==> src/rtl/mem_port_arbiter_pkg.sv <==
// Shared types for the IF/MEM SRAM port arbiter: FSM encoding and grant IDs.
// MEM_ARB_WDOG_EN enables the access watchdog (see arb_wdog_counter).
package mem_port_arbiter_pkg;

  typedef enum logic [2:0] {
    ARB_IDLE     = 3'd0,
    ARB_MEM_ACC  = 3'd1,
    ARB_IF_ACC   = 3'd2,
    ARB_MEM_DONE = 3'd3,
    ARB_IF_DONE  = 3'd4
  } arb_state_e;

  typedef enum logic {
    GNT_IF  = 1'b0,
    GNT_MEM = 1'b1
  } gnt_e;

  // Watchdog counter is never narrower than 8 bits.
  function automatic int wdog_cnt_w(input int cyc);
    int w;
    w = $clog2(cyc + 1);
    return (w < 8) ? 8 : w;
  endfunction

endpackage

==> src/rtl/mem_port_arbiter_if.sv <==
// Pipeline + SRAM side signals of the arbiter; slave = arbiter, master = environment.
// arb_err exists only when MEM_ARB_WDOG_EN is defined.
interface mem_port_arbiter_if #(
  parameter int ADDR_W = 32,
  parameter int DATA_W = 32
);
  logic              if_req;
  logic [ADDR_W-1:0] if_addr;
  logic [DATA_W-1:0] if_rdata;
  logic              if_done;
  logic              mem_r_en;
  logic              mem_w_en;
  logic [ADDR_W-1:0] mem_addr;
  logic [DATA_W-1:0] mem_wdata;
  logic [DATA_W-1:0] mem_rdata;
  logic              mem_done;
  logic              flush;
  logic              freeze_if;
  logic              freeze_pipe;
  logic              sram_req;
  logic              sram_we;
  logic [ADDR_W-1:0] sram_addr;
  logic [DATA_W-1:0] sram_wdata;
  logic [DATA_W-1:0] sram_rdata;
  logic              sram_ready;
`ifdef MEM_ARB_WDOG_EN
  logic              arb_err;

  modport slave (
    input  if_req, if_addr, mem_r_en, mem_w_en, mem_addr, mem_wdata, flush,
           sram_rdata, sram_ready,
    output if_rdata, if_done, mem_rdata, mem_done, freeze_if, freeze_pipe,
           sram_req, sram_we, sram_addr, sram_wdata, arb_err
  );
  modport master (
    output if_req, if_addr, mem_r_en, mem_w_en, mem_addr, mem_wdata, flush,
           sram_rdata, sram_ready,
    input  if_rdata, if_done, mem_rdata, mem_done, freeze_if, freeze_pipe,
           sram_req, sram_we, sram_addr, sram_wdata, arb_err
  );
`else
  modport slave (
    input  if_req, if_addr, mem_r_en, mem_w_en, mem_addr, mem_wdata, flush,
           sram_rdata, sram_ready,
    output if_rdata, if_done, mem_rdata, mem_done, freeze_if, freeze_pipe,
           sram_req, sram_we, sram_addr, sram_wdata
  );
  modport master (
    output if_req, if_addr, mem_r_en, mem_w_en, mem_addr, mem_wdata, flush,
           sram_rdata, sram_ready,
    input  if_rdata, if_done, mem_rdata, mem_done, freeze_if, freeze_pipe,
           sram_req, sram_we, sram_addr, sram_wdata
  );
`endif
endinterface

==> src/rtl/arb_wdog_counter.sv <==
// Access watchdog: counts stalled SRAM cycles and flags expiry on the WDOG_CYC-th one.
// Present only when MEM_ARB_WDOG_EN is defined.
`ifdef MEM_ARB_WDOG_EN
module arb_wdog_counter
  import mem_port_arbiter_pkg::*;
#(
  parameter  int WDOG_CYC = 255,
  localparam int CNT_W    = wdog_cnt_w(WDOG_CYC)
) (
  input  logic clk,
  input  logic rst,
  input  logic active,
  input  logic clr,
  output logic expired
);
  logic [CNT_W-1:0] cnt;

  assign expired = active & ~clr & (cnt == CNT_W'(WDOG_CYC - 1));

  always_ff @(posedge clk or negedge rst) begin
    if (!rst)                       cnt <= '0;
    else if (!active | clr | expired) cnt <= '0;
    else                            cnt <= cnt + 1'b1;
  end
endmodule
`endif

==> src/rtl/mem_port_arbiter.sv <==
// Arbitrates IF fetches and MEM loads/stores onto one variable-latency SRAM port.
// MEM_ARB_WDOG_EN adds a watchdog that aborts hung accesses and raises sticky arb_err.
module mem_port_arbiter
  import mem_port_arbiter_pkg::*;
#(
  parameter int ADDR_W = 32,
  parameter int DATA_W = 32
`ifdef MEM_ARB_WDOG_EN
  ,
  parameter int WDOG_CYC = 255
`endif
) (
  input logic           clk,
  input logic           rst,
  mem_port_arbiter_if.slave bus
);

  arb_state_e        state, state_nxt;
  gnt_e              last_grant;
  logic              discard;
  logic              mem_pend, gnt_mem, acc_end, wdog_to;
  logic              if_done, mem_done, freeze_pipe;
  logic              sram_req_q, sram_we_q;
  logic [ADDR_W-1:0] sram_addr_q;
  logic [DATA_W-1:0] sram_wdata_q, if_rdata_q, mem_rdata_q, acc_rdata;

  assign mem_pend = bus.mem_r_en | bus.mem_w_en;
  // MEM wins a tie unless it won the previous access.
  assign gnt_mem  = mem_pend & (~bus.if_req | (last_grant == GNT_IF));

`ifdef MEM_ARB_WDOG_EN
  logic in_acc, arb_err_q;

  assign in_acc = (state == ARB_MEM_ACC) | (state == ARB_IF_ACC);

  arb_wdog_counter #(.WDOG_CYC(WDOG_CYC)) u_wdog (
    .clk     (clk),
    .rst     (rst),
    .active  (in_acc),
    .clr     (bus.sram_ready),
    .expired (wdog_to)
  );

  always_ff @(posedge clk or negedge rst) begin
    if (!rst)         arb_err_q <= 1'b0;
    else if (wdog_to) arb_err_q <= 1'b1;
  end

  assign bus.arb_err = arb_err_q;
`else
  assign wdog_to = 1'b0;
`endif

  // A watchdog abort completes the access with zero data so the pipe drains.
  assign acc_end   = bus.sram_ready | wdog_to;
  assign acc_rdata = bus.sram_ready ? bus.sram_rdata : '0;

  always_ff @(posedge clk or negedge rst) begin
    if (!rst) state <= ARB_IDLE;
    else      state <= state_nxt;
  end

  always_comb begin
    state_nxt = state;
    if_done   = 1'b0;
    mem_done  = 1'b0;
    case (state)
      ARB_IDLE:     if (mem_pend | bus.if_req) state_nxt = gnt_mem ? ARB_MEM_ACC : ARB_IF_ACC;
      ARB_MEM_ACC:  if (acc_end) state_nxt = ARB_MEM_DONE;
      ARB_IF_ACC:   if (acc_end) state_nxt = ARB_IF_DONE;
      ARB_MEM_DONE: begin
        mem_done  = 1'b1;
        state_nxt = ARB_IDLE;
      end
      ARB_IF_DONE: begin
        if_done   = ~discard;
        state_nxt = ARB_IDLE;
      end
      default:      state_nxt = ARB_IDLE;
    endcase
  end

  always_ff @(posedge clk or negedge rst) begin
    if (!rst) begin
      sram_req_q   <= 1'b0;
      sram_we_q    <= 1'b0;
      sram_addr_q  <= '0;
      sram_wdata_q <= '0;
      if_rdata_q   <= '0;
      mem_rdata_q  <= '0;
      discard      <= 1'b0;
      last_grant   <= GNT_IF;
    end else begin
      case (state)
        ARB_IDLE: begin
          if (mem_pend | bus.if_req) begin
            sram_req_q   <= 1'b1;
            sram_we_q    <= gnt_mem & bus.mem_w_en;
            sram_addr_q  <= gnt_mem ? bus.mem_addr : bus.if_addr;
            sram_wdata_q <= gnt_mem ? bus.mem_wdata : '0;
          end
        end
        ARB_MEM_ACC: begin
          if (acc_end) begin
            sram_req_q  <= 1'b0;
            sram_we_q   <= 1'b0;
            mem_rdata_q <= acc_rdata;
            last_grant  <= GNT_MEM;
          end
        end
        ARB_IF_ACC: begin
          if (bus.flush) discard <= 1'b1;
          if (acc_end) begin
            sram_req_q <= 1'b0;
            sram_we_q  <= 1'b0;
            last_grant <= GNT_IF;
            // A stale fetch still finishes on the SRAM but never lands in if_rdata.
            if (!(discard | bus.flush)) if_rdata_q <= acc_rdata;
          end
        end
        ARB_IF_DONE: discard <= 1'b0;
        default: ;
      endcase
    end
  end

  assign freeze_pipe     = mem_pend & ~mem_done;
  assign bus.freeze_pipe = freeze_pipe;
  assign bus.freeze_if   = freeze_pipe | (bus.if_req & ~if_done);
  assign bus.if_done     = if_done;
  assign bus.mem_done    = mem_done;
  assign bus.if_rdata    = if_rdata_q;
  assign bus.mem_rdata   = mem_rdata_q;
  assign bus.sram_req    = sram_req_q;
  assign bus.sram_we     = sram_we_q;
  assign bus.sram_addr   = sram_addr_q;
  assign bus.sram_wdata  = sram_wdata_q;

endmodule

==> src/flat_wrapper.sv <==
// flat-port wrapper written by rule: the top's interface ports become plain ports
module mem_port_arbiter_flat import mem_port_arbiter_pkg::*;
#(
  parameter int ADDR_W = 32,
  parameter int DATA_W = 32

)
  (clk, rst, bus_if_req, bus_if_addr, bus_mem_r_en, bus_mem_w_en, bus_mem_addr, bus_mem_wdata, bus_flush, bus_sram_rdata, bus_sram_ready, bus_if_rdata, bus_if_done, bus_mem_rdata, bus_mem_done, bus_freeze_if, bus_freeze_pipe, bus_sram_req, bus_sram_we, bus_sram_addr, bus_sram_wdata);
  mem_port_arbiter_if #(.ADDR_W(ADDR_W), .DATA_W(DATA_W)) bus_i ();
  input logic clk;
  input logic rst;
  input wire logic [$bits(bus_i.if_req)-1:0] bus_if_req;
  input wire logic [$bits(bus_i.if_addr)-1:0] bus_if_addr;
  input wire logic [$bits(bus_i.mem_r_en)-1:0] bus_mem_r_en;
  input wire logic [$bits(bus_i.mem_w_en)-1:0] bus_mem_w_en;
  input wire logic [$bits(bus_i.mem_addr)-1:0] bus_mem_addr;
  input wire logic [$bits(bus_i.mem_wdata)-1:0] bus_mem_wdata;
  input wire logic [$bits(bus_i.flush)-1:0] bus_flush;
  input wire logic [$bits(bus_i.sram_rdata)-1:0] bus_sram_rdata;
  input wire logic [$bits(bus_i.sram_ready)-1:0] bus_sram_ready;
  output wire logic [$bits(bus_i.if_rdata)-1:0] bus_if_rdata;
  output wire logic [$bits(bus_i.if_done)-1:0] bus_if_done;
  output wire logic [$bits(bus_i.mem_rdata)-1:0] bus_mem_rdata;
  output wire logic [$bits(bus_i.mem_done)-1:0] bus_mem_done;
  output wire logic [$bits(bus_i.freeze_if)-1:0] bus_freeze_if;
  output wire logic [$bits(bus_i.freeze_pipe)-1:0] bus_freeze_pipe;
  output wire logic [$bits(bus_i.sram_req)-1:0] bus_sram_req;
  output wire logic [$bits(bus_i.sram_we)-1:0] bus_sram_we;
  output wire logic [$bits(bus_i.sram_addr)-1:0] bus_sram_addr;
  output wire logic [$bits(bus_i.sram_wdata)-1:0] bus_sram_wdata;
  assign bus_i.if_req = bus_if_req;
  assign bus_i.if_addr = bus_if_addr;
  assign bus_i.mem_r_en = bus_mem_r_en;
  assign bus_i.mem_w_en = bus_mem_w_en;
  assign bus_i.mem_addr = bus_mem_addr;
  assign bus_i.mem_wdata = bus_mem_wdata;
  assign bus_i.flush = bus_flush;
  assign bus_i.sram_rdata = bus_sram_rdata;
  assign bus_i.sram_ready = bus_sram_ready;
  assign bus_if_rdata = bus_i.if_rdata;
  assign bus_if_done = bus_i.if_done;
  assign bus_mem_rdata = bus_i.mem_rdata;
  assign bus_mem_done = bus_i.mem_done;
  assign bus_freeze_if = bus_i.freeze_if;
  assign bus_freeze_pipe = bus_i.freeze_pipe;
  assign bus_sram_req = bus_i.sram_req;
  assign bus_sram_we = bus_i.sram_we;
  assign bus_sram_addr = bus_i.sram_addr;
  assign bus_sram_wdata = bus_i.sram_wdata;
  mem_port_arbiter #(.ADDR_W(ADDR_W), .DATA_W(DATA_W)) u_core (.clk(clk), .rst(rst), .bus(bus_i));
endmodule
==> config.mk <==
export PLATFORM = sky130hd
export DESIGN_NAME = mem_port_arbiter_flat
export DESIGN_NICKNAME = d
export VERILOG_FILES = /design/src/rtl/mem_port_arbiter_pkg.sv /design/src/rtl/mem_port_arbiter_if.sv /design/src/rtl/arb_wdog_counter.sv /design/src/rtl/mem_port_arbiter.sv /design/src/flat_wrapper.sv
export SDC_FILE = /design/constraint.sdc
export NUM_CORES = 1
export LEC_CHECK = 0
export CORE_MARGIN = 3
export CORE_UTILIZATION = 40
export DETAILED_ROUTE_END_ITERATION = 7
export PLACE_DENSITY = 0.78
export SLEW_MARGIN = 15
export SYNTH_ARGS = -nofsm -noshare
export SYNTH_HDL_FRONTEND = slang
export SYNTH_HIERARCHICAL = 1
export SYNTH_SLANG_ARGS = --single-unit
export TNS_END_PERCENT = 5
==> constraint.sdc <==
create_clock -name clk -period 3.8 [get_ports clk]
set_clock_uncertainty 0.15 [all_clocks]
set_input_delay 0.76 -clock clk [delete_from_list [all_inputs] [get_ports clk]]
set_output_delay 0.76 -clock clk [all_outputs]
set_load 0.05 [all_outputs]
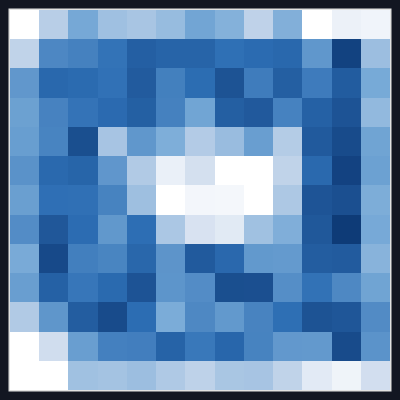
Figure 1: run 1, local utilization.
(3 px per um) The die is cut into 13 by 13 equal tiles; white is low, dark blue is high, 0 to 100% covered.
fullest tile: 96%
emptiest ninth of the die: middle
nearly empty tiles: 5.3%
tiles over 75% full: 31%
mean over tiles: 56%

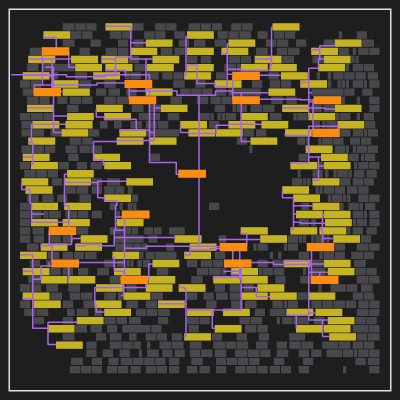
Figure 2: run 1, clock network drawn from the DEF.
(3 px per um)
[clock-net drivers] orange | count: 17
[clock wires] purple | length: 1590 um
[flip-flops] yellow | count: 135
flops lie: spread over the die
routed clock nets: 18
reported clock group power: 1.70 mW
clock group share of total power: 17.7%
latest clock arrival within the worst-skew pair: 410 ps

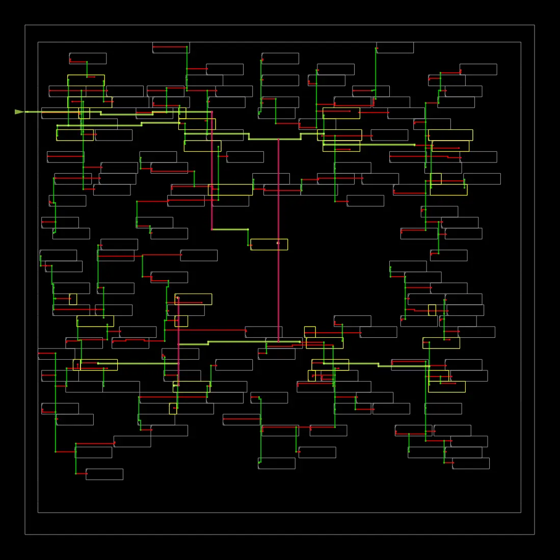
Figure 3: run 1, the clock network.
number of buffers inserted during clock tree synthesis: 17
clock tree buffer count of the final layout: 18

==> impl_report.txt, run 1 <==
PHYSICAL IMPLEMENTATION REPORT
----------------------------------------------------
[Outcome]
  Result of the run ........................ finished, final reports clean

[Clocking]
  Cell chosen for the clock root ........................ sky130_fd_sc_hd__clkbuf_16
  Clock tree from TritonCTS ........................ yes
  # Post-CTS Setup Buffers ........................ 0
  Post-cts hold buffer count ........................ 0
  Clock input transition at the sequential cells of the worst setup and hold paths ........................ 50 ps
  # H-tree levels ........................ 4
  Maximum buffer depth of the clock tree ........................ 2
  Num Clock Sinks ........................ 135
  Total of cells resized after clock tree synthesis ........................ 0

[Finish]
  Signed area change from the synthesized netlist to the final layout ........................ 59.2%
  Nets@finish ........................ 821
  Commonest cells after routing, fill and taps aside ........................ sky130_fd_sc_hd__clkdlybuf4s50_1, sky130_fd_sc_hd__dfrtp_1, sky130_fd_sc_hd__mux2_2
  Fraction of layout instances using a drive strength above 1 ........................ 24.9%
  Post-route design area ........................ 9270 um^2
  Tally of filler cells in the layout ........................ 1020
  Post-layout instance count excluding filler cells ........................ 879
  Count of antenna diodes in the layout ........................ 0
  Register Area ........................ 3380 um^2
  Total area of multi-input combinational cells ........................ 2150 um^2
  Final core utilization ........................ 66.0%

[Logic synthesis]
  Share of Yosys cell area claimed by the top area cell type ........................ between 50 and 60%
  Yosys stat cell total ........................ 412
  Number of enable-type register cells in the synthesized netlist ........................ 0
  Largest area contributor in the netlist ........................ sky130_fd_sc_hd__dfrtp_1
  Dominant flop cell ........................ sky130_fd_sc_hd__dfrtp_1
  Most instantiated cells after synthesis ........................ sky130_fd_sc_hd__dfrtp_1, sky130_fd_sc_hd__mux2_2, sky130_fd_sc_hd__inv_1
  Average size of a mapped cell ........................ 14.1 um^2
  Tally of unique sky130hd cells used after synthesis ........................ 30
  Synthesis Warnings ........................ 6
  Flops after synth ........................ 135
  Post-synthesis cell type with the largest instance count ........................ sky130_fd_sc_hd__dfrtp_1
  Gate count of the mapped netlist ........................ 412
  Total standard cell area after synthesis ........................ between 5000 and 6000 um^2
  Top cells, area ........................ sky130_fd_sc_hd__dfrtp_1, sky130_fd_sc_hd__mux2_2, sky130_fd_sc_hd__mux2i_1, sky130_fd_sc_hd__inv_1, sky130_fd_sc_hd__nand2_1
  Net count entering floorplan ........................ 547
  Async set-reset flop share out of synthesis ........................ 100%
  Total cell area reported by yosys after synthesis ........................ 5820 um^2
  Sequential-to-total area share from yosys stat ........................ 58.0%

[STA]
  Highest attainable clock frequency ........................ approximately 300 MHz
  Transition time of the tightest slew-check pin ........................ 765 ps
  Fin crit period ........................ 3320 ps
  Worst-case hold slack ........................ approximately 250 ps
  Worst-case setup margin in the final layout ........................ 477 ps
  Setup violators final ........................ 0
  Max-Slew Margin vs Limit ........................ 49.0%
  Unrepaired setup endpoints after global routing ........................ no
  Number of max-slew violations in the final report ........................ 0
  Final tally of hold violations ........................ 0
  Total Neg Setup Slack ........................ 0 ps

[Power and ir drop]
  Cell leakage power ........................ 4.02 nW
  VDD IR-drop max ........................ 0.755 mV
  Total power per unit cell area ........................ just over 1000 nW/um^2

[Floorplan]
  Area enclosed by the die boundary ........................ around 16000 um^2
  Floorplan Core Area ........................ 14000 um^2
  Die width ........................ 127 um
  Io pins ........................ 269
  Vertical extent of the die ........................ 127 um
  Cell row count ........................ 43

[Worst hold path]
  HP Class ........................ in -> async

[Setup path]
  Startpoint type of the worst setup path ........................ primary input
  Dominant delay contributor by cell family on the critical path ........................ buffers and inverters
  Buffering stage count on the worst path with inverters included ........................ 2
  Largest fanout of any net on the critical path ........................ 4
  Element type at the critical path end ........................ primary output
  Critical path, cell by cell ........................ clkdlybuf4s50_1 -> nor2_1 -> nor2_1 -> clkdlybuf4s50_1
  Longest individual stage delay on the worst path ........................ 720 ps
  Critical setup path kind ........................ in -> out
  Worst path slowest cell ........................ sky130_fd_sc_hd__clkdlybuf4s50_1
  Required arrival time at the worst endpoint ........................ 2890 ps
  Arr. time, crit path ........................ 2410 ps

[Global route]
  Via count of the first global-routing pass ........................ between 4000 and 5000
  Maximum number of pins on one net before global-route repair ........................ about 86
  Global-route wire length before repair ........................ 24.4 mm
  Total global routing track utilization ........................ ~19%
  Leftover overflow at the end of global routing ........................ 0
  Global-route track usage on met3 ........................ between 7 and 8%
  Most congested layer reported by global routing ........................ met2
  Global-route met2 utilization ........................ 34.4%
  GR Layer Usage met1 ........................ around a fifth

[Route]
  1st-pass router iterations ........................ 4
  DRC violation count after routing ........................ 0
  Top routing layer in use ........................ met4
  Detailed router's first-iteration violation count ........................ around 110
  Met2 routed wirelength ........................ 8.26 mm
  Total routed wire length on the met1 layer ........................ 5.67 mm
  Via density ........................ approximately 4.8
  Length of routed met3 wiring ........................ 1.38 mm
  Routed Antenna Nets ........................ 0
  Number of vias after detailed routing ........................ 4223

[Flow run]
  Max-Cap Viols ........................ 0
  OpenROAD warning count ........................ 26

[Placed design]
  Cell count after placement ........................ 847
  Total cell area at the placement stage ........................ 8650 um^2
  Count of input and output buffers ........................ roughly 270
  GPL Wtd Cong ........................ 0.786

----------------------------------------------------
## run 1: sequential cells by signal (all words and copies together) (netlist names)
signal / flops
u_core/bus.mem_rdata: 32
u_core/discard: 1
u_core/bus.if_rdata: 32
u_core/state: 3
u_core/bus.sram_wdata: 32
u_core/bus.sram_addr: 32
u_core/bus.sram_we: 1
u_core/last_grant: 1
u_core/bus.sram_req: 1
## run 1: logic make-up after synthesis
logic type                synth area share, %
muxes                                    31.1
DFF                                      58.0
buffers and inverters                    5.37
and+or+nand+nor                          3.50
AOI/OAI and AO/OA                        1.87
xor gates and xnor gates                0.150
## run 1: where the power goes
part / internal, mW / switching, mW
registers: 2.12 / 0.392
logic: 2.06 / 3.36
clock network: 1.11 / 0.595
total: 5.29 / 4.34
## run 1: path summary, 6_finish.rpt
path,from,to,slack [ps],cells past startpoint
setup / recovery,bus_mem_w_en,bus_freeze_pipe,480,4
hold / removal,rst,u_core/bus.sram_wdata[4]$_DFFE_PN0P_,250,1
setup reg to reg,u_core/state[1]$_DFFE_PN0P_,u_core/bus.sram_addr[20]$_DFFE_PN0P_,1740,3
hold reg to reg,u_core/bus.mem_rdata[13]$_DFFE_PN0P_,u_core/bus.mem_rdata[13]$_DFFE_PN0P_,350,1
max in group asynchronous,rst,u_core/bus.if_rdata[21]$_DFFE_PN0P_,2470,2
min in group clk,u_core/bus.mem_rdata[13]$_DFFE_PN0P_,u_core/bus.mem_rdata[13]$_DFFE_PN0P_,350,1
## run 1: area by class of cell
type | count | area share (%)
inverters | 34 | 1.38
multi-input cells | 220 | 23.2
well taps | 180 | 2.43
clock inverters | 14 | 1.96
flip-flops and latches | 135 | 36.4
clock buffers | 18 | 4.74
repair buffers | 278 | 29.9
Figure 4. Metal 3 (run 1).
(4 px per um)
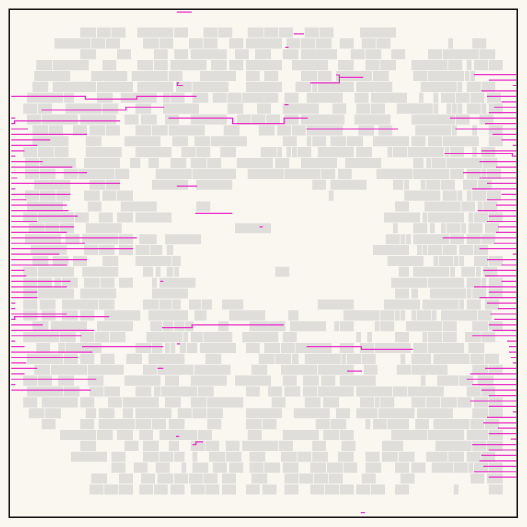

==> run 2, diff against run 1 <==
--- a/config.mk
+++ b/config.mk
@@ -6,8 +6,10 @@
 export NUM_CORES = 1
 export LEC_CHECK = 0
+export CORE_ASPECT_RATIO = 1.4
 export CORE_MARGIN = 3
 export CORE_UTILIZATION = 40
 export DETAILED_ROUTE_END_ITERATION = 7
 export PLACE_DENSITY = 0.78
+export SETUP_SLACK_MARGIN = 0.1
 export SLEW_MARGIN = 15
 export SYNTH_ARGS = -nofsm -noshare
--- a/constraint.sdc
+++ b/constraint.sdc
@@ -3,3 +3,3 @@
 set_input_delay 0.76 -clock clk [delete_from_list [all_inputs] [get_ports clk]]
 set_output_delay 0.76 -clock clk [all_outputs]
-set_load 0.05 [all_outputs]
+set_load 0.005 [all_outputs]
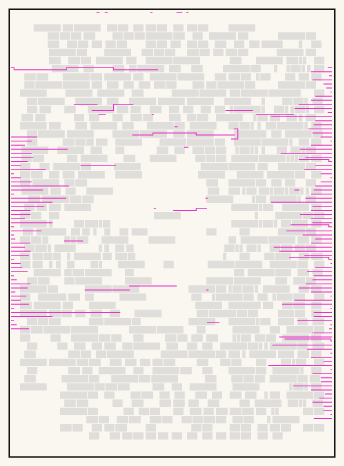
Figure 5: run 2, metal 3.
(3 px per um)
share of all routed wire: 7.2%
longest straight run: 36.1 um
nets with wire on the layer: 147
wire length on this layer: 1160 um
main direction: horizontal

==> run 2 against run 1 <==
Effect of this change:
- via count shrank 0.73%
- count of clock-buffer cells in the layout unchanged
- synthesized area is the same
- utilization decreased by 0.31 points
- wire length grew 3.2%
- critical endpoint is now bus_freeze_if
- synthesized cell count stayed put
==> impl_report.txt, run 2 <==
PHYSICAL IMPLEMENTATION REPORT
----------------------------------------------------
[Outcome]
  Result of the run ........................ finished, final reports clean

[Route]
  Top routing layer in use ........................ met4
  Via density ........................ 4.76 (-0.85%)
  Detailed router's first-iteration violation count ........................ 119 (+10%)
  Number of vias after detailed routing ........................ 4192 (-0.73%)
  1st-pass router iterations ........................ 4 (unchanged)
  Total routed wire length on the met1 layer ........................ 5.74 mm (+1.1%)
  DRC violation count after routing ........................ 0 (unchanged)
  Wirelength per Cell ........................ 18.2 um
  Met2 routed wirelength ........................ 8.86 mm (+7.2%)
  Length of routed met3 wiring ........................ 1.16 mm (-16%)
  Routed Antenna Nets ........................ 0 (unchanged)
  Total Routed Length ........................ between 15 and 20 mm

[Floorplan]
  Io pins ........................ 269 (unchanged)
  Vertical extent of the die ........................ 149 um (+17%)
  Area enclosed by the die boundary ........................ 16100 um^2 (+0.13%)
  Die width ........................ 108 um (-15%)
  Cell row count ........................ 51 (+19%)
  Floorplan-stage core utilization ........................ between 40% and 50%
  Floorplan Core Area ........................ 14100 um^2 (+0.43%)

[STA]
  Transition time of the tightest slew-check pin ........................ 690 ps (-75.9 ps)
  Total Neg Setup Slack ........................ 0 ps (unchanged)
  Period utilization ........................ 80.9%
  Unrepaired setup endpoints after global routing ........................ no
  Setup violators final ........................ 0 (unchanged)
  Final tally of hold violations ........................ 0 (unchanged)
  Worst-case hold slack ........................ 225 ps (-27.8 ps)
  Max-Slew Margin vs Limit ........................ 54.0% (+5.1 points)
  Number of max-slew violations in the final report ........................ 0 (unchanged)
  Highest attainable clock frequency ........................ 325 MHz (+8.1%)
  Fin crit period ........................ 3070 ps (-250 ps)
  Worst-case setup margin in the final layout ........................ 727 ps (+250 ps)

[Setup path]
  Required arrival time at the worst endpoint ........................ 2890 ps (about the same)
  Worst reg2reg endpoint ........................ u_core/bus.mem_rdata[8]$_DFFE_PN0P_
  Worst R2R Start ........................ u_core/state[2]$_DFFE_PN0P_
  Largest fanout of any net on the critical path ........................ 4 (unchanged)
  Element type at the critical path end ........................ primary output
  Worst-case reg-to-reg path depth ........................ 4 (+1)
  Critical setup path kind ........................ in -> out
  Arr. time, crit path ........................ 2160 ps (-250 ps)
  Startpoint type of the worst setup path ........................ primary input
  Worst R2R Setup Slack ........................ 1710 ps (-30 ps)

[Placed design]
  Cell count after placement ........................ 848 (+0.12%)
  Count of input and output buffers ........................ 268 (unchanged)
  Post-placement worst setup slack ........................ 741 ps
  DP HPWL ........................ about 12 mm
  Total cell area at the placement stage ........................ 8640 um^2 (-0.10%)
  GPL Wtd Cong ........................ 0.785 (-0.20%)

[Logic synthesis]
  Most instantiated cells after synthesis ........................ sky130_fd_sc_hd__dfrtp_1, sky130_fd_sc_hd__mux2_2, sky130_fd_sc_hd__inv_1
  Net count entering floorplan ........................ 547 (unchanged)
  Total cell area reported by yosys after synthesis ........................ 5820 um^2 (unchanged)
  Total standard cell area after synthesis ........................ 5820 um^2 (unchanged)
  Tally of unique sky130hd cells used after synthesis ........................ 30 (unchanged)
  Number of enable-type register cells in the synthesized netlist ........................ 0 (unchanged)
  Average size of a mapped cell ........................ 14.1 um^2 (unchanged)
  Dominant flop cell ........................ sky130_fd_sc_hd__dfrtp_1
  Share of Yosys cell area claimed by the top area cell type ........................ 58.0% (unchanged)
  Sequential-to-total area share from yosys stat ........................ 58.0% (unchanged)
  Async set-reset flop share out of synthesis ........................ 100% (unchanged)
  Yosys stat cell total ........................ 412 (unchanged)
  Largest area contributor in the netlist ........................ sky130_fd_sc_hd__dfrtp_1
  Flops after synth ........................ 135 (unchanged)
  Post-synthesis cell type with the largest instance count ........................ sky130_fd_sc_hd__dfrtp_1
  Gate count of the mapped netlist ........................ 412 (unchanged)
  Top cells, area ........................ sky130_fd_sc_hd__dfrtp_1, sky130_fd_sc_hd__mux2_2, sky130_fd_sc_hd__mux2i_1, sky130_fd_sc_hd__inv_1, sky130_fd_sc_hd__nand2_1
  Synthesis Warnings ........................ 6 (unchanged)

[Worst hold path]
  HP Class ........................ in -> async

[Finish]
  Post-layout instance count excluding filler cells ........................ 880 (+0.11%)
  Count of antenna diodes in the layout ........................ 0 (unchanged)
  Signed area change from the synthesized netlist to the final layout ........................ 59.1% (about the same)
  Commonest Layout Cell ........................ sky130_fd_sc_hd__clkdlybuf4s50_1
  Nets@finish ........................ 817 (-0.49%)
  Fraction of layout instances using a drive strength above 1 ........................ 24.3% (-0.58 points)
  Post-route design area ........................ 9270 um^2 (about the same)
  Final core utilization ........................ 65.7% (-0.31 points)
  Commonest cells after routing, fill and taps aside ........................ sky130_fd_sc_hd__clkdlybuf4s50_1, sky130_fd_sc_hd__dfrtp_1, sky130_fd_sc_hd__mux2_2

[Clocking]
  Number of buffers inserted during clock tree synthesis ........................ 17 (unchanged)
  Post-cts hold buffer count ........................ 0 (unchanged)
  Clock tree from TritonCTS ........................ yes
  Total of cells resized after clock tree synthesis ........................ 0 (unchanged)
  Num Clock Sinks ........................ 135 (unchanged)
  # H-tree levels ........................ 4 (unchanged)
  Maximum buffer depth of the clock tree ........................ 2 (unchanged)
  Cell chosen for the clock root ........................ sky130_fd_sc_hd__clkbuf_16
  Latest clock arrival within the worst-skew pair ........................ 410 ps (about the same)
  # Post-CTS Setup Buffers ........................ 0 (unchanged)
  Clock input transition at the sequential cells of the worst setup and hold paths ........................ 60 ps (about the same)

[Global route]
  Global-route track usage on met3 ........................ 5.33% (-2.6 points)
  Maximum number of pins on one net before global-route repair ........................ 76 (-12%)
  Via count of the first global-routing pass ........................ 4652 (+0.80%)
  Most congested layer reported by global routing ........................ met2
  GR Layer Usage met1 ........................ 22.0% (+0.70 points)
  Initial antenna violation count ........................ 0
  Leftover overflow at the end of global routing ........................ 0 (unchanged)
  Global-route wire length before repair ........................ 24.7 mm (+1.3%)
  Total global routing track utilization ........................ 19.9% (+0.55 points)
  Global-route met2 utilization ........................ 36.8% (+2.4 points)

[Flow run]
  Max-Cap Viols ........................ 0 (unchanged)
  OpenROAD warning count ........................ 26 (unchanged)

[Power and ir drop]
  Total power per unit cell area ........................ 795 nW/um^2 (-24%)
  Post-layout power ........................ 7.36 mW
  Cell leakage power ........................ 4.01 nW (-0.36%)
  VDD IR-drop max ........................ 0.758 mV (+0.46%)

----------------------------------------------------
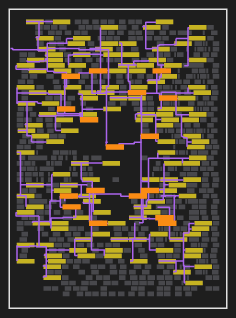
Figure 6: run 2, clock network drawn from the DEF.
(2 px per um)
[clock-net drivers] orange | count: 17
[flip-flops] yellow | count: 135
[clock wires] purple | length: 1610 um
routed clock nets: 18
flops lie: spread over the die
clock group share of total power: 23.4%
reported clock group power: 1.72 mW

==> run 2: cell count changes in the layout (fill, tap and decap cells not counted), sizes merged <==
cell | previous run | this run
clkinv | 7 | 1
clkinvlp | 3 | 2
bufinv | 4 | 3
clkdlybuf4s50 | 266 | 267
buf | 12 | 7
inv | 34 | 42
==> run 2: worst max-delay path by stage <==
stage            startpoint                                    to  slack (ps)  cells past startpoint
3_5_place_dp   bus_mem_w_en                         bus_freeze_if         740                      4
6_report       bus_mem_w_en                         bus_freeze_if         730                      4
2_1_floorplan  bus_mem_r_en  u_core/bus.sram_addr[18]$_DFFE_PN0P_        1610                      5
3_3_place_gp   bus_mem_w_en                         bus_freeze_if         760                      4
4_1_cts        bus_mem_w_en                         bus_freeze_if         730                      4
5_1_grt        bus_mem_w_en                         bus_freeze_if         650                      4
==> run 2: power breakdown <==
group | internal [mW] | switching [mW] | total (mW)
registers | 2.12 | 0.410 | 2.53
logic | 2.05 | 1.05 | 3.11
clock network | 1.07 | 0.651 | 1.72
total | 5.25 | 2.12 | 7.36
==> run 2: cells by family after synthesis <==
logic type,share of synthesized area [%]
XOR/XNOR,0.150
buffers and inverters,5.37
AND-OR/OR-AND,1.87
AND/OR/NAND/NOR,3.50
flip-flops,58.0
multiplexers,31.1
==> run 2: worst max-delay path, cell delays in order <==
cell,delay [ps]
sky130_fd_sc_hd__clkdlybuf4s50_1,480
sky130_fd_sc_hd__nor2_1,320
sky130_fd_sc_hd__o22ai_1,130
sky130_fd_sc_hd__clkdlybuf4s50_1,470
==> run 2: layout make-up <==
class / instances / area [um^2]
multi-input combinational: 220 / 2150
timing repair buffer: 274 / 2750
clock buffer: 18 / 439
fill: 1081 / 4840
sequential: 135 / 3380
inverter: 34 / 128
clock inverter: 14 / 186
tap: 185 / 231
Figure 7. Local utilization (run 2).
(2 px per um) The die is cut into 11 by 15 equal tiles; white is low, dark blue is high, 0 to 100% covered.
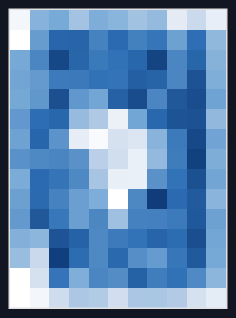

==> run 3, diff against run 2 <==
Clock period 3.8 ns to 3.2 ns, I/O delays scaled along.
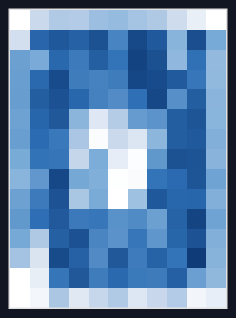
Figure 8: run 3, local utilization.
(2 px per um) The die is cut into 11 by 15 equal tiles; white is low, dark blue is high, 0 to 100% covered.
emptiest ninth of the die: middle
mean over tiles: 57%
nearly empty tiles: 4.2%
tiles over 75% full: 32%
fullest tile: 95%
final core utilization: 66.1%
Floorplan Core Area: 14100 um^2
floorplan-stage core utilization: 41.3%

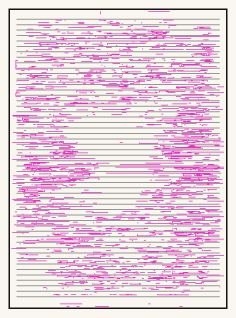
Figure 9: run 3, M1 wires.
(2 px per um) Supply wires on this layer in grey.
wire length on this layer: 5760 um
share of all routed wire: 36%
main direction: horizontal
nets with wire on the layer: 703
number of vias after detailed routing: 4204
GR Layer Usage met1: 21.0%
Total Routed Length: 15.9 mm

==> run 3 against run 2 <==
Effect of this change:
- utilization up 0.35 points
- flip-flop count unchanged
- sequential share of layout area down 0.19 points
- final cell count unchanged
- die area unchanged
- non-clock buffer count unchanged
- wire length down 0.94%
- combinational power up 19%
- power up 20%
- synthesized cell count unchanged
- critical endpoint unchanged
- largest power group unchanged
==> impl_report.txt, run 3 <==
PHYSICAL IMPLEMENTATION REPORT
----------------------------------------------------
[Outcome]
  Result of the run ........................ finished, final reports clean

[Setup path]
  Largest fanout of any net on the critical path ........................ 4 (unchanged)
  Worst R2R Setup Slack ........................ 1140 ps (-570 ps)
  Dominant delay contributor by cell family on the critical path ........................ buffers and inverters
  Critical setup path kind ........................ in -> out
  Worst R2R Start ........................ u_core/state[1]$_DFFE_PN0P_
  Cell with the most instances on the worst path ........................ sky130_fd_sc_hd__clkdlybuf4s50_1
  Startpoint type of the worst setup path ........................ primary input
  Buffering stage count on the worst path with inverters included ........................ 2 (unchanged)
  Critical path, cell by cell ........................ clkdlybuf4s50_1 -> nor2_1 -> o22ai_1 -> clkdlybuf4s50_1
  Arr. time, crit path ........................ 2050 ps (-110 ps)
  Required arrival time at the worst endpoint ........................ 2410 ps (-480 ps)
  Worst-case reg-to-reg path depth ........................ 3 (-1)
  Worst Setup SP ........................ bus_mem_r_en
  Worst path slowest cell ........................ sky130_fd_sc_hd__clkdlybuf4s50_1
  Element type at the critical path end ........................ primary output
  Worst reg2reg endpoint ........................ u_core/bus.sram_addr[22]$_DFFE_PN0P_
  Count of cell instances traversed by the critical path ........................ 4 (unchanged)
  Worst setup path endpoint ........................ bus_freeze_if
  Longest individual stage delay on the worst path ........................ 480 ps (about the same)

[Logic synthesis]
  Gate count of the mapped netlist ........................ 412 (unchanged)
  Total standard cell area after synthesis ........................ 5820 um^2 (unchanged)
  Total cell area reported by yosys after synthesis ........................ 5820 um^2 (unchanged)
  Tally of unique sky130hd cells used after synthesis ........................ 30 (unchanged)
  Number of enable-type register cells in the synthesized netlist ........................ 0 (unchanged)
  Largest area contributor in the netlist ........................ sky130_fd_sc_hd__dfrtp_1
  Net count entering floorplan ........................ 547 (unchanged)
  Top cells, area ........................ sky130_fd_sc_hd__dfrtp_1, sky130_fd_sc_hd__mux2_2, sky130_fd_sc_hd__mux2i_1, sky130_fd_sc_hd__inv_1, sky130_fd_sc_hd__nand2_1
  Post-synthesis cell type with the largest instance count ........................ sky130_fd_sc_hd__dfrtp_1
  Async set-reset flop share out of synthesis ........................ 100% (unchanged)
  Dominant flop cell ........................ sky130_fd_sc_hd__dfrtp_1
  Yosys stat cell total ........................ 412 (unchanged)
  Average size of a mapped cell ........................ 14.1 um^2 (unchanged)
  Share of Yosys cell area claimed by the top area cell type ........................ 58.0% (unchanged)
  Synthesis Warnings ........................ 6 (unchanged)
  Sequential-to-total area share from yosys stat ........................ 58.0% (unchanged)
  Flops after synth ........................ 135 (unchanged)
  Most instantiated cells after synthesis ........................ sky130_fd_sc_hd__dfrtp_1, sky130_fd_sc_hd__mux2_2, sky130_fd_sc_hd__inv_1

[Route]
  Top routing layer in use ........................ met4
  DRC violation count after routing ........................ 0 (unchanged)
  1st-pass router iterations ........................ 4 (unchanged)
  Met2 routed wirelength ........................ 8.42 mm (-5.0%)
  Via density ........................ 4.78 (+0.29%)
  Length of routed met3 wiring ........................ 1.18 mm (+2.0%)
  Detailed router's first-iteration violation count ........................ 115 (-3.4%)
  Total routed wire length on the met1 layer ........................ 5.76 mm (+0.42%)
  Routed Antenna Nets ........................ 0 (unchanged)
  Wirelength per Cell ........................ 18.0 um (-0.94%)

[Global route]
  Global-route track usage on met3 ........................ 6.24% (+0.91 points)
  Most congested layer reported by global routing ........................ met2
  Global-route wire length before repair ........................ 24.6 mm (-0.22%)
  Leftover overflow at the end of global routing ........................ 0 (unchanged)
  Global-route met2 utilization ........................ 35.9% (-0.97 points)
  Maximum number of pins on one net before global-route repair ........................ 83 (+9.2%)
  Initial antenna violation count ........................ 0 (unchanged)
  Via count of the first global-routing pass ........................ 4745 (+2.0%)
  Total global routing track utilization ........................ 19.8% (-0.088 points)

[STA]
  Highest attainable clock frequency ........................ 353 MHz
  Number of max-slew violations in the final report ........................ 0 (unchanged)
  Setup violators final ........................ 0 (unchanged)
  Max-Slew Margin vs Limit ........................ 49.5% (-4.5 points)
  Transition time of the tightest slew-check pin ........................ 757 ps (+67.3 ps)
  Fin crit period ........................ 2840 ps
  Worst-case setup margin in the final layout ........................ 364 ps (-364 ps)
  Total Neg Setup Slack ........................ 0 ps (unchanged)
  Period utilization ........................ 88.6%
  Final tally of hold violations ........................ 0 (unchanged)
  Worst-case hold slack ........................ 111 ps (-114 ps)
  Unrepaired setup endpoints after global routing ........................ no

[Placed design]
  GPL Wtd Cong ........................ 0.769 (-2.1%)
  Count of input and output buffers ........................ 268 (unchanged)
  Total cell area at the placement stage ........................ 8670 um^2 (+0.29%)
  DP HPWL ........................ 11.9 mm (+1.0%)
  Post-placement worst setup slack ........................ 370 ps (-371 ps)
  Cell count after placement ........................ 848 (unchanged)

[Floorplan]
  Cell row count ........................ 51 (unchanged)
  Io pins ........................ 269 (unchanged)
  Vertical extent of the die ........................ 149 um (unchanged)
  Area enclosed by the die boundary ........................ 16100 um^2 (unchanged)
  Die width ........................ 108 um (unchanged)

[Finish]
  Fraction of layout instances using a drive strength above 1 ........................ 24.2% (-0.14 points)
  Post-layout instance count excluding filler cells ........................ 880 (unchanged)
  Commonest Layout Cell ........................ sky130_fd_sc_hd__clkdlybuf4s50_1
  Post-route design area ........................ 9320 um^2 (+0.53%)
  Tally of filler cells in the layout ........................ 1074 (-0.65%)
  Count of antenna diodes in the layout ........................ 0 (unchanged)
  Nets@finish ........................ 817 (unchanged)
  Signed area change from the synthesized netlist to the final layout ........................ 60.0%
  Commonest cells after routing, fill and taps aside ........................ sky130_fd_sc_hd__clkdlybuf4s50_1, sky130_fd_sc_hd__dfrtp_1, sky130_fd_sc_hd__mux2_2

[Flow run]
  Max-Cap Viols ........................ 0 (unchanged)
  OpenROAD warning count ........................ 26 (unchanged)

[Power and ir drop]
  VDD IR-drop max ........................ 0.790 mV (+4.2%)
  Post-layout power ........................ 8.83 mW (+20%)
  Cell leakage power ........................ 4.03 nW (+0.55%)
  Total power per unit cell area ........................ 948 nW/um^2 (+19%)

[Clocking]
  Num Clock Sinks ........................ 135 (unchanged)
  # Post-CTS Setup Buffers ........................ 0 (unchanged)
  Clock tree from TritonCTS ........................ yes
  Total of cells resized after clock tree synthesis ........................ 0 (unchanged)
  Latest clock arrival within the worst-skew pair ........................ 400 ps (about the same)
  Maximum buffer depth of the clock tree ........................ 2 (unchanged)
  Cell chosen for the clock root ........................ sky130_fd_sc_hd__clkbuf_16
  Clock input transition at the sequential cells of the worst setup and hold paths ........................ 60 ps (about the same)
  Number of buffers inserted during clock tree synthesis ........................ 17 (unchanged)
  # H-tree levels ........................ 4 (unchanged)
  Post-cts hold buffer count ........................ 0 (unchanged)

[Worst hold path]
  HP Class ........................ in -> async

----------------------------------------------------
-- run 3: cell counts after synthesis --
No cell type changed its count.
-- run 3: area by class of cell --
type / count / area [um^2] / share of cell area, %
multi-input cells: 220 / 2150 / 23.1
clock buffers: 18 / 429 / 4.61
well taps: 185 / 231 / 2.48
repair buffers: 274 / 2780 / 29.8
inverters: 34 / 128 / 1.37
clock inverters: 14 / 220 / 2.36
flip-flops and latches: 135 / 3380 / 36.3
-- run 3: cell families after synthesis --
| kind of cell | count (synthesis) | synth area share, % |
|---|---|---|
| AND-OR/OR-AND | 11 | 1.87 |
| XOR/XNOR | 1 | 0.150 |
| buffers and inverters | 57 | 5.37 |
| flip-flops | 135 | 58.0 |
| multiplexers | 162 | 31.1 |
| AND/OR/NAND/NOR | 46 | 3.50 |
-- run 3: how the worst min path moves through the flow --
stage,from,end,slack [ps],cells after the start
2_1_floorplan,rst,u_core/bus.if_rdata[0]$_DFFE_PN0P_,190,0
3_3_place_gp,u_core/bus.if_rdata[7]$_DFFE_PN0P_,u_core/bus.if_rdata[7]$_DFFE_PN0P_,330,1
3_5_place_dp,u_core/bus.if_rdata[2]$_DFFE_PN0P_,u_core/bus.if_rdata[2]$_DFFE_PN0P_,340,1
4_1_cts,rst,u_core/bus.sram_wdata[6]$_DFFE_PN0P_,150,1
5_1_grt,rst,u_core/bus.sram_wdata[6]$_DFFE_PN0P_,160,1
6_report,rst,u_core/bus.sram_wdata[1]$_DFFE_PN0P_,110,1
-- run 3: report_power, final --
part           leakage [nW]  internal (mW)  switching, mW  total (mW)
Clock                 0.315           1.39          0.737        2.13
Combinational          2.05           2.45           1.26        3.71
Sequential             1.67           2.52          0.476        3.00
No activity file was given, so power comes from the tool's default toggle rates.
